### src/rtl/byte_serial_add_seq.sv
// Byte-serial adder sequencer.
// Accepts a WIDTH-bit operand pair plus carry-in, feeds one byte pair per cycle
// to an external 8-bit carry-lookahead adder (least-significant byte first),
// chains the inter-byte carry through a register, and assembles the full sum,
// carry-out and signed-overflow flag for a downstream valid/ready consumer.
// WIDTH must be a non-zero multiple of 8.

module byte_serial_add_seq #(
  parameter int WIDTH = 32
) (
  input  logic             clk,
  input  logic             rst,
  input  logic             in_valid,
  output logic             in_ready,
  input  logic [WIDTH-1:0] op_a,
  input  logic [WIDTH-1:0] op_b,
  input  logic             op_cin,
  output logic [7:0]       cla_a,
  output logic [7:0]       cla_b,
  output logic             cla_cin,
  input  logic [7:0]       cla_sum,
  input  logic             cla_cout,
  output logic             out_valid,
  input  logic             out_ready,
  output logic [WIDTH-1:0] result,
  output logic             cout,
  output logic             ovf
);

  localparam int NBYTES = WIDTH / 8;
  localparam int IDXW   = (NBYTES > 1) ? $clog2(NBYTES) : 1;
  localparam logic [IDXW-1:0] LAST_IDX = IDXW'(NBYTES - 1);

  typedef enum logic [1:0] {
    IDLE,
    ADD,
    DONE
  } state_t;

  state_t            r_state;
  state_t            w_nextState;

  logic [IDXW-1:0]   r_idx;
  logic              r_carry;
  logic [WIDTH-1:0]  r_a;
  logic [WIDTH-1:0]  r_b;
  logic [WIDTH-1:0]  r_result;
  logic              r_cout;
  logic              r_ovf;

  logic              w_accept;
  logic              w_lastByte;
  logic              w_inAdd;
  logic [7:0]        w_byteA;
  logic [7:0]        w_byteB;
  logic              w_ovfNext;

  assign w_inAdd    = (r_state == ADD);
  assign w_accept   = (r_state == IDLE) && in_valid;
  assign w_lastByte = w_inAdd && (r_idx == LAST_IDX);

  // Overflow: same-sign operands whose top result byte flips the sign bit.
  assign w_ovfNext = (r_a[WIDTH-1] == r_b[WIDTH-1]) && (cla_sum[7] != r_a[WIDTH-1]);

  // Select the operand bytes addressed by the current byte index.
  always_comb begin
    w_byteA = '0;
    w_byteB = '0;
    for (int k = 0; k < NBYTES; k++) begin
      if (r_idx == IDXW'(k)) begin
        w_byteA = r_a[8*k +: 8];
        w_byteB = r_b[8*k +: 8];
      end
    end
  end

  // State register; reset abandons any operation in flight.
  always_ff @(posedge clk) begin
    if (rst) begin
      r_state <= IDLE;
    end else begin
      r_state <= w_nextState;
    end
  end

  // Next-state logic and handshake/adder-interface outputs.
  always_comb begin
    w_nextState = r_state;
    in_ready    = 1'b0;
    out_valid   = 1'b0;
    cla_a       = 8'h00;
    cla_b       = 8'h00;
    cla_cin     = 1'b0;
    case (r_state)
      IDLE: begin
        in_ready = 1'b1;
        if (in_valid) begin
          w_nextState = ADD;
        end
      end
      ADD: begin
        cla_a   = w_byteA;
        cla_b   = w_byteB;
        cla_cin = r_carry;
        if (r_idx == LAST_IDX) begin
          w_nextState = DONE;
        end
      end
      DONE: begin
        out_valid = 1'b1;
        if (out_ready) begin
          w_nextState = IDLE;
        end
      end
      default: begin
        w_nextState = IDLE;
      end
    endcase
  end

  // Operand capture, byte-wise result assembly and carry chaining.
  always_ff @(posedge clk) begin
    if (rst) begin
      r_idx    <= '0;
      r_carry  <= 1'b0;
      r_a      <= '0;
      r_b      <= '0;
      r_result <= '0;
      r_cout   <= 1'b0;
      r_ovf    <= 1'b0;
    end else if (w_accept) begin
      r_a     <= op_a;
      r_b     <= op_b;
      r_carry <= op_cin;
      r_idx   <= '0;
    end else if (w_inAdd) begin
      for (int k = 0; k < NBYTES; k++) begin
        if (r_idx == IDXW'(k)) begin
          r_result[8*k +: 8] <= cla_sum;
        end
      end
      r_carry <= cla_cout;
      if (w_lastByte) begin
        r_cout <= cla_cout;
        r_ovf  <= w_ovfNext;
        r_idx  <= '0;
      end else begin
        r_idx  <= r_idx + IDXW'(1);
      end
    end
  end

  assign result = r_result;
  assign cout   = r_cout;
  assign ovf    = r_ovf;

endmodule

### config.mk
export PLATFORM = sky130hd
export DESIGN_NAME = byte_serial_add_seq
export DESIGN_NICKNAME = d
export VERILOG_FILES = /design/src/rtl/byte_serial_add_seq.sv
export SDC_FILE = /design/constraint.sdc
export NUM_CORES = 1
export LEC_CHECK = 0
export CORE_MARGIN = 5
export CORE_UTILIZATION = 35
export CTS_CLUSTER_SIZE = 12
export DETAILED_ROUTE_END_ITERATION = 12
export DONT_BUFFER_PORTS = 1
export PLACE_DENSITY_LB_ADDON = 0.12
export SYNTH_ARGS = -nofsm -noshare
export SYNTH_HDL_FRONTEND = slang
export SYNTH_SLANG_ARGS = --single-unit
### constraint.sdc
create_clock -name clk -period 4.6 [get_ports clk]
set_input_delay 0.69 -clock clk [delete_from_list [all_inputs] [get_ports clk]]
set_output_delay 0.69 -clock clk [all_outputs]
set_load 0.005 [all_outputs]
Fig. 1: run 1, logic cells by family
Bar = 20 um.
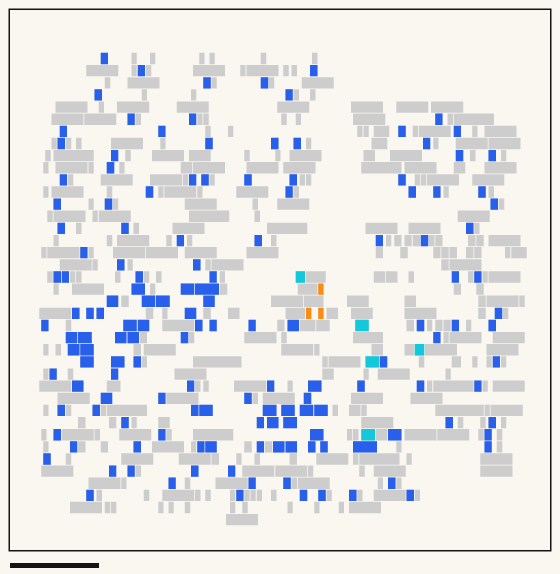
orange -> inv cells  # cells 3, most used inv_1
blue -> aoi and oai cells  # cells 146, most used a21oi_1
cyan -> and/or cells  # cells 5, most used or3b_2
most numerous logic cell after layout: nand2_1
logic share of the area: 42.44%
Layout Cells excl Fill: 680

Fig. 2: run 1, where the registers sit
Other sequential cells in the stronger grey, the rest of the logic in the fainter grey.
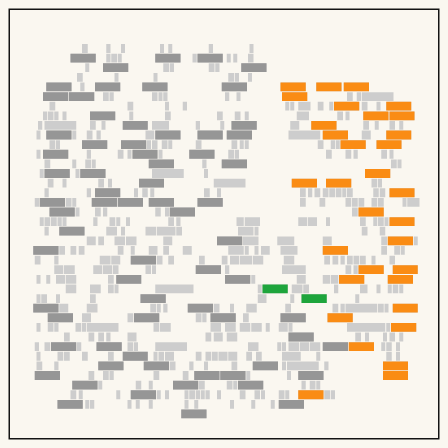
orange -> result  # flops 32
green -> r_state  # flops 2
not coloured = 69
final design utilization: 38.08%
Seq/total area: 44.89%
FF/Latch Area: 0.002062 sq mm

Fig. 3: run 1, clock routing
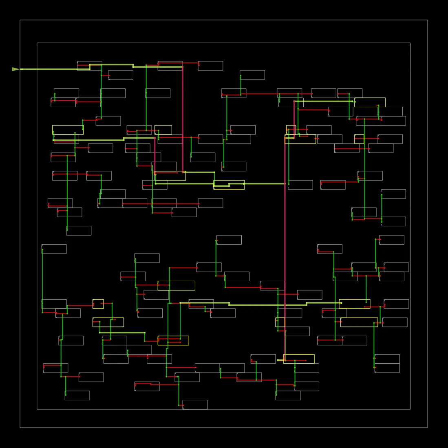
clock net sink count: 103
Clock Power: 0.000840 W

Fig. 4: run 1, I/O pins on the die edge
Pins as bars across the die edge, other pins in grey.
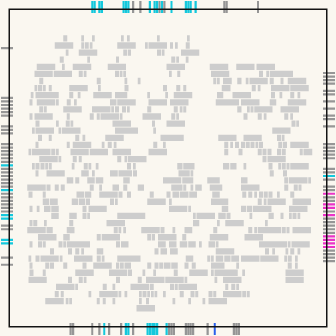
cyan -> op_b  # pins 32, direction input, edge 16 top, 9 bottom, 6 left, 1 right
blue -> cla_cout  # pins 1, direction input, edge bottom
magenta -> cla_sum  # pins 8, direction input, edge right
all pins by edge = 42 right, 38 left, 28 bottom, 23 top
die width: 121.0 um
Die H: 121.0 um
Buffers on Ports: 0

[run 1: per-stage QoR]
step	hold WS (ns)	total power (W)	worst slack, ns
after global placement	0.4397	0.001139	1.685
after global routing	0.3881	0.002044	1.048
after CTS	0.3795	0.001994	1.252
after floorplan	0.4332	0.001129	2.413
after detailed placement	0.4423	0.001142	1.653
final	0.4071	0.001959	1.199
[run 1: cells by family (layout without fill, tap and decap cells)]
logic type	Yosys count	count (layout)	share of synthesized area (%)
adders and majority gates	4	4	1.160
and+or+nand+nor	231	231	22.76
buffers and inverters	52	23	7.364
AOI/OAI and AO/OA	147	147	20.01
DFF	103	103	47.78
muxes	4	4	0.9278
[run 1: per-layer routing]
metal	vias up	track usage, %
li1	1780	-
met1	1680	18.67
met4	0	8.286
met3	22	7.646
met5	-	0
met2	127	30.08
[run 1: flip-flops by register name, summed over array words and instances (netlist names)]
register  count
cout          1
ovf           1
r_a          32
r_b          32
r_carry       1
r_idx         2
r_state       2
result       32
[run 1: critical path: cells and delay by family, from the launching register on]
family          cells  cell delay (ns)
simple gates        1             0.72
compound gates      2             0.66
fa+ha+maj           1             0.52
flops               1             0.38
buf+inv             1             0.08
[run 1: cell type report]
type / count / area [sq um] / share of cell area [%]
Timing Repair Buffer: 4 / 30.03 / 0.6538
Inverter: 3 / 11.26 / 0.2452
Tap cell: 168 / 210.2 / 4.576
Clock buffer: 10 / 239.0 / 5.203
Clock inverter: 6 / 91.34 / 1.989
Multi-Input combinational cell: 386 / 1949 / 42.44
Sequential cell: 103 / 2062 / 44.89
[run 1: Yosys cell counts, types with 4 or more instances]
master    number  area share (%)
mux2i_1        4            0.93
a21oi_1       95              11
ha_1           4             1.2
nor2_1         7            0.61
nand3_1       35             4.1
clkbuf_1      20             1.7
buf_2          8            0.93
nand3b_1       5            0.87
a221oi_1      15             3.0
nand2_1      172              15
o21ai_1       14             1.6
buf_4          6             1.0
dfxtp_1      103              48
o31ai_1       14             2.4
buf_6         12             3.1
[run 1: report_power, final]
| part | switching (W) | total (W) | internal [W] |
|---|---|---|---|
| sequential | 0.0000342 | 0.000969 | 0.000935 |
| combinational | 0.0000975 | 0.000150 | 0.0000526 |
| clock | 0.000347 | 0.000840 | 0.000493 |
| total | 0.000478 | 0.00196 | 0.00148 |
[run 1: path summary, 6_finish.rpt]
check / end / cells after the start / slack (ns)
hold / removal: r_b[7] / 1 / 0.41
setup / recovery: cla_a[6] / 5 / 1.20
setup reg to reg: ovf / 4 / 2.25
hold reg to reg: r_b[23] / 2 / 0.46
==> results.sh, run 1 <==
# physical design summary
export IMPL_synthFlopType="dfxtp_1"
export IMPL_n_fill_cell=1289
export IMPL_setup_viol=0
export IMPL_worstPathRequired_ns=3.91
export IMPL_finalCriticalPeriod_ns=3.401
export IMPL_num_rows=40
export IMPL_wl_met1_mm=5.046
export IMPL_postCtsResizedCells=0
export IMPL_track_usage_pct=17.63
export IMPL_path_max_fanout=25
export IMPL_drive_gt1_share_pct=5.469
export IMPL_diodes=0
export IMPL_io_pins=131
export IMPL_async_flop_share_pct=0
export IMPL_max_cap_violations=0
export IMPL_cts_buffers=9
export IMPL_timing_slew_headroom_pct=19.85
export IMPL_dp_cells=664
export IMPL_finalSetupTns_ns=0
export IMPL_initCoreUtil_pct=35.78
export IMPL_num_vias=3609
export IMPL_ys_area_sq_mm=0.004315
export IMPL_worstMarginPinSlew_ns=1.202
export IMPL_rsz0062_at_grt="no"
export IMPL_htree_levels=3
export IMPL_synth_cells=541
export IMPL_status="finished clean"
export IMPL_synth_seq_share_pct=47.78
export IMPL_syn_area_per_cell_sq_um=7.977
export IMPL_ys_warnings_count=0
export IMPL_edf_count=0
export IMPL_fin_crit_sh_pct=73.93
export IMPL_dieArea_sq_mm=0.01465
export IMPL_postCtsSetupRepairBufs=0
export IMPL_drc_errors=0
export IMPL_cp_end_kind="output port"
export IMPL_clk_latency_ns=0.35
export IMPL_antenna_found_initial=0
export IMPL_max_stage_delay_ns=0.72
export IMPL_synth_nets=623
export IMPL_crit_path_start="r_idx[1]"
export IMPL_drt_wl_total_mm=12.99
export IMPL_postCtsHoldBufs=0
export IMPL_highest_layer="met4"
export IMPL_hpwl_mm=9.214
export IMPL_drtAntennaViolNets=0
export IMPL_root_buffer="clkbuf_16"
export IMPL_powerDensity_mw_per_mm2=426.5
export IMPL_grt_pass1_vias=3527
export IMPL_fin_nets=589
export IMPL_start_kind="flop"
export IMPL_grt_max_degree=104
export IMPL_area_delta_synth_final_pct=6.437
export IMPL_ys_flops=103
export IMPL_arrival_ns=2.71
export IMPL_timing_fmax_mhz=294.1
export IMPL_first_pass_iters=4
export IMPL_wl_met3_mm=1.230
export IMPL_grt_overflow=0
export IMPL_p_leak_nw=1.534
export IMPL_synth_area_sq_mm=0.004315
export IMPL_worstHoldStart="rst"
export IMPL_final_area_sq_mm=0.004593
export IMPL_grt_pass1_wl_mm=19.64
export IMPL_slowest_stage="nor2b_2"
export IMPL_warning_count=31
export IMPL_fp_coreArea_sq_mm=0.01206
export IMPL_clock_path_buffers=2
export IMPL_ir_worst_vdd_mv=0.2913
export IMPL_skew_ns=0.004833
export IMPL_yosys_cells=541
export IMPL_drv_slew=0
export IMPL_clkTransAtPathRegs_ns=0.07
export IMPL_report_final_hold_viol_count=0
export IMPL_crit_type="flop to output port"
export IMPL_first_iter_violations=209
export IMPL_worstHoldPathType="input port to flop"
export IMPL_viasPerCell=5.307
export IMPL_avgRoutedWirePerCell_um=19.10
export IMPL_timing_rr_start="r_idx[0]"
export IMPL_placed_area_sq_mm=0.004263
export IMPL_globalplace_congestion=0.9167
export IMPL_worstPathCellList="inv_1, ha_1, nor2b_2, a221oi_1, o31ai_1"
export IMPL_cts_tree="done"
export IMPL_synthDistinctLibCells=35
export IMPL_wl_met2_mm=6.292
export IMPL_mostFrequentLayoutCells="nand2_1 (172), dfxtp_1 (103), a21oi_1 (95)"
Fig. 5: run 1, wiring by layer
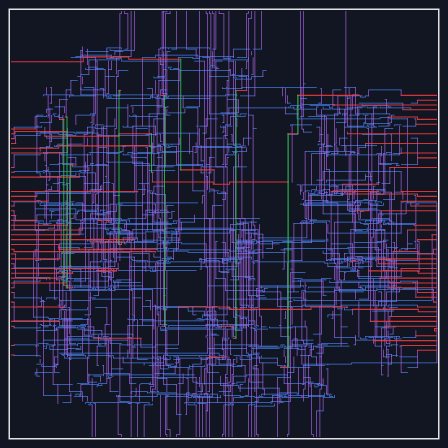

==> run 2, diff against run 1 <==
Clock period 4.6 ns to 3 ns, I/O delays scaled along.
Fig. 6: run 2, wiring by layer
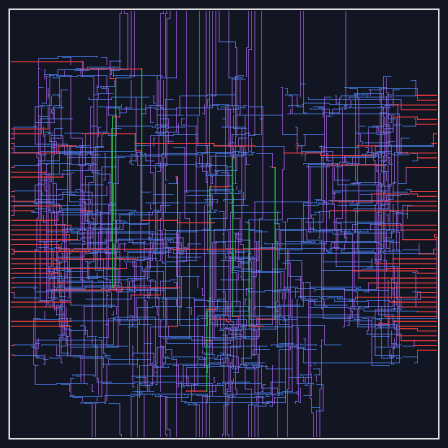
green -> M4  # wire length 380 um
blue -> M1  # wire length 4900 um
purple -> M2  # wire length 6560 um
red -> M3  # wire length 1190 um
Vias: 3574
Total GRT Usage: 17.85%
DRT Wirelength: 13.03 mm
Routed WL per cell: 19.10 um

==> run 2 against run 1 <==
Flip-flop count unchanged. Largest cell class unchanged. Synthesized area stayed put. Critical endpoint is now cla_b[7]. Global-route usage rose by 0.22 points. Non-clock buffer count up 2. Die area unchanged. Sequential share of layout area fell by 0.33 points. Cell count increased by 0.29%. Largest power group unchanged. Register-to-register slack got worse by 1.3 ns. Via count shrank 0.97%. Sequential power up 54%. Critical path type unchanged. Wire length increased by 0.28%.
==> results.sh, run 2 <==
# physical design summary
export IMPL_hpwl_mm=9.184
export IMPL_htree_levels=3
export IMPL_placed_area_sq_mm=0.004290
export IMPL_worstPathRequired_ns=2.55
export IMPL_top_area_share_pct=47.78
export IMPL_max_cap_violations=0
export IMPL_ys_area_sq_mm=0.004315
export IMPL_fin_nets=591
export IMPL_simple_gate_share_pct=22.76
export IMPL_synthDistinctLibCells=35
export IMPL_antenna_found_initial=0
export IMPL_p_leak_nw=1.561
export IMPL_area_leaders="dfxtp_1 (48%), nand2_1 (15%), a21oi_1 (11%), nand3_1 (4.1%), buf_6 (3.1%)"
export IMPL_adder_share_pct=1.160
export IMPL_holdWs_ns=0.1751
export IMPL_path_max_fanout=31
export IMPL_drtAntennaViolNets=0
export IMPL_finalCriticalPeriod_ns=2.664
export IMPL_start_kind="flop"
export IMPL_synthFlopType="dfxtp_1"
export IMPL_setup_slack_ns=0.3364
export IMPL_first_iter_violations=284
export IMPL_yosys_cell_count_top_type="nand2_1"
export IMPL_timing_slew_headroom_pct=56.09
export IMPL_cts_buffers=9
export IMPL_grt_pass1_vias=3613
export IMPL_ys_sh_aoi_pct=20.01
export IMPL_fin_cells=682
export IMPL_postCtsSetupRepairBufs=0
export IMPL_clkTransAtPathRegs_ns=0.07
export IMPL_grt_pass1_wl_mm=20.04
export IMPL_edf_count=0
export IMPL_yosys_cells=541
export IMPL_first_pass_iters=5
export IMPL_yosys_area_share_xor_xnor_pct=0
export IMPL_dieArea_sq_mm=0.01465
export IMPL_area_delta_synth_final_pct=7.220
export IMPL_port_buffers=0
export IMPL_grt_overflow=0
export IMPL_clock_path_buffers=2
export IMPL_diodes=0
export IMPL_status="finished clean"
export IMPL_n_fill_cell=1305
export IMPL_root_buffer="clkbuf_16"
export IMPL_top_logic_kind="simple AND/OR/NAND/NOR gates"
export IMPL_report_final_hold_viol_count=0
export IMPL_ys_flops=103
export IMPL_crit_path_start="r_state[0]"
export IMPL_dp_worst_setup_slack_ns=0.4919
export IMPL_setup_viol=0
export IMPL_synth_seq_share_pct=47.78
export IMPL_fp_dieW_um=121.0
export IMPL_warning_count=31
export IMPL_ir_worst_vdd_mv=0.3474
export IMPL_finalSetupTns_ns=0
export IMPL_grt_max_degree=104
export IMPL_fin_crit_sh_pct=88.79
export IMPL_ys_top_cells_by_count="nand2_1 (172), dfxtp_1 (103), a21oi_1 (95)"
export IMPL_ys_warnings_count=0
export IMPL_worstHoldPathType="input port to flop"
export IMPL_postCtsHoldBufs=0
export IMPL_worstHoldStart="rst"
export IMPL_io_pins=131
export IMPL_dp_cells=666
export IMPL_cts_tree="done"
export IMPL_worstMarginPinSlew_ns=0.6572
export IMPL_rsz0062_at_grt="no"
export IMPL_cp_end_kind="output port"
export IMPL_async_flop_share_pct=0
export IMPL_synthMuxAreaShare_pct=0.9278
export IMPL_drv_slew=0
export IMPL_synth_cells=541
export IMPL_mi_logic_area_sq_mm=0.001954
export IMPL_fp_coreArea_sq_mm=0.01206
export IMPL_clk_latency_ns=0.35
export IMPL_synth_area_sq_mm=0.004315
export IMPL_drc_errors=0
export IMPL_synth_nets=623
export IMPL_crit_type="flop to output port"
export IMPL_fp_dieH_um=121.0
export IMPL_drive_gt1_share_pct=5.837
export IMPL_layout_top_cell="nand2_1"
export IMPL_timing_rr_start="r_state[0]"
export IMPL_powerDensity_mw_per_mm2=650.9
export IMPL_syn_area_per_cell_sq_um=7.977
export IMPL_cts_sinks=103
export IMPL_timing_fmax_mhz=375.4
export IMPL_arrival_ns=2.21
export IMPL_viasPerCell=5.240
export IMPL_regArea_sq_mm=0.002062
export IMPL_initCoreUtil_pct=35.78
export IMPL_num_rows=40
Fig. 7: run 2, clock routing
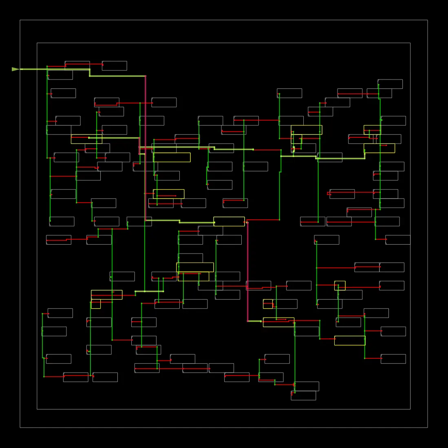
Final Skew: 0.008783 ns
num sequential: 103
Clock Power: 0.00129 W

==> run 2: final cells by class <==
| cell class | instances | area share, % |
|---|---|---|
| Inverter | 3 | 0.2434 |
| Clock inverter | 6 | 2.001 |
| Multi-Input combinational cell | 386 | 42.24 |
| Tap cell | 168 | 4.543 |
| Sequential cell | 103 | 44.56 |
| Timing Repair Buffer | 6 | 1.244 |
| Clock buffer | 10 | 5.165 |
==> run 2: path summary, 6_finish.rpt <==
| kind | end | slack, ns | cells after the start |
|---|---|---|---|
| max | cla_b[7] | 0.34 | 3 |
| min | r_b[0] | 0.18 | 1 |
| max reg2reg | r_carry | 0.94 | 4 |
| min reg2reg | r_b[29] | 0.45 | 2 |
==> run 2: logic make-up (layout without fill, tap and decap cells) <==
| family | after synthesis | count (layout) |
|---|---|---|
| AND-OR/OR-AND | 147 | 147 |
| AND/OR/NAND/NOR | 231 | 231 |
| buffers and inverters | 52 | 25 |
| flip-flops | 103 | 103 |
| adder cells (fa/ha/maj) | 4 | 4 |
| multiplexers | 4 | 4 |
==> run 2: power by group <==
part,internal [W],switching (W)
Combinational,0.0000851,0.000149
Clock,0.000758,0.000532
Sequential,0.00143,0.0000539
Total,0.00228,0.000735
==> run 2: per-layer routing <==
metal	up-vias	GRT usage [%]	part of all wire [%]
met1	1659	19.64	38
met4	0	8.144	2.9
met3	21	7.179	9.1
met2	123	30.11	50
li1	1771	-	-
met5	-	0	0
==> run 2: critical path, stage by stage (launching register included) <==
cell and delay, ns:
dfxtp_1 0.61, nor2b_4 0.67, o21ai_0 0.21, o32ai_1 0.37
==> run 2: metrics by stage <==
step                      power, W  utilization (%)
after floorplan           0.001731                -
after global placement    0.001751            35.57
after detailed placement  0.001756            35.57
after CTS                 0.003056            38.32
after global routing      0.003142            38.36
final                     0.003012            38.36
==> run 2: repair_timing <==
action                                  4_1_cts  5_1_grt
resized                                       0        1
endpoints found under the hold margin         0        0
endpoints found under the setup margin        0       15
Power is estimated from default activity; no workload was simulated.
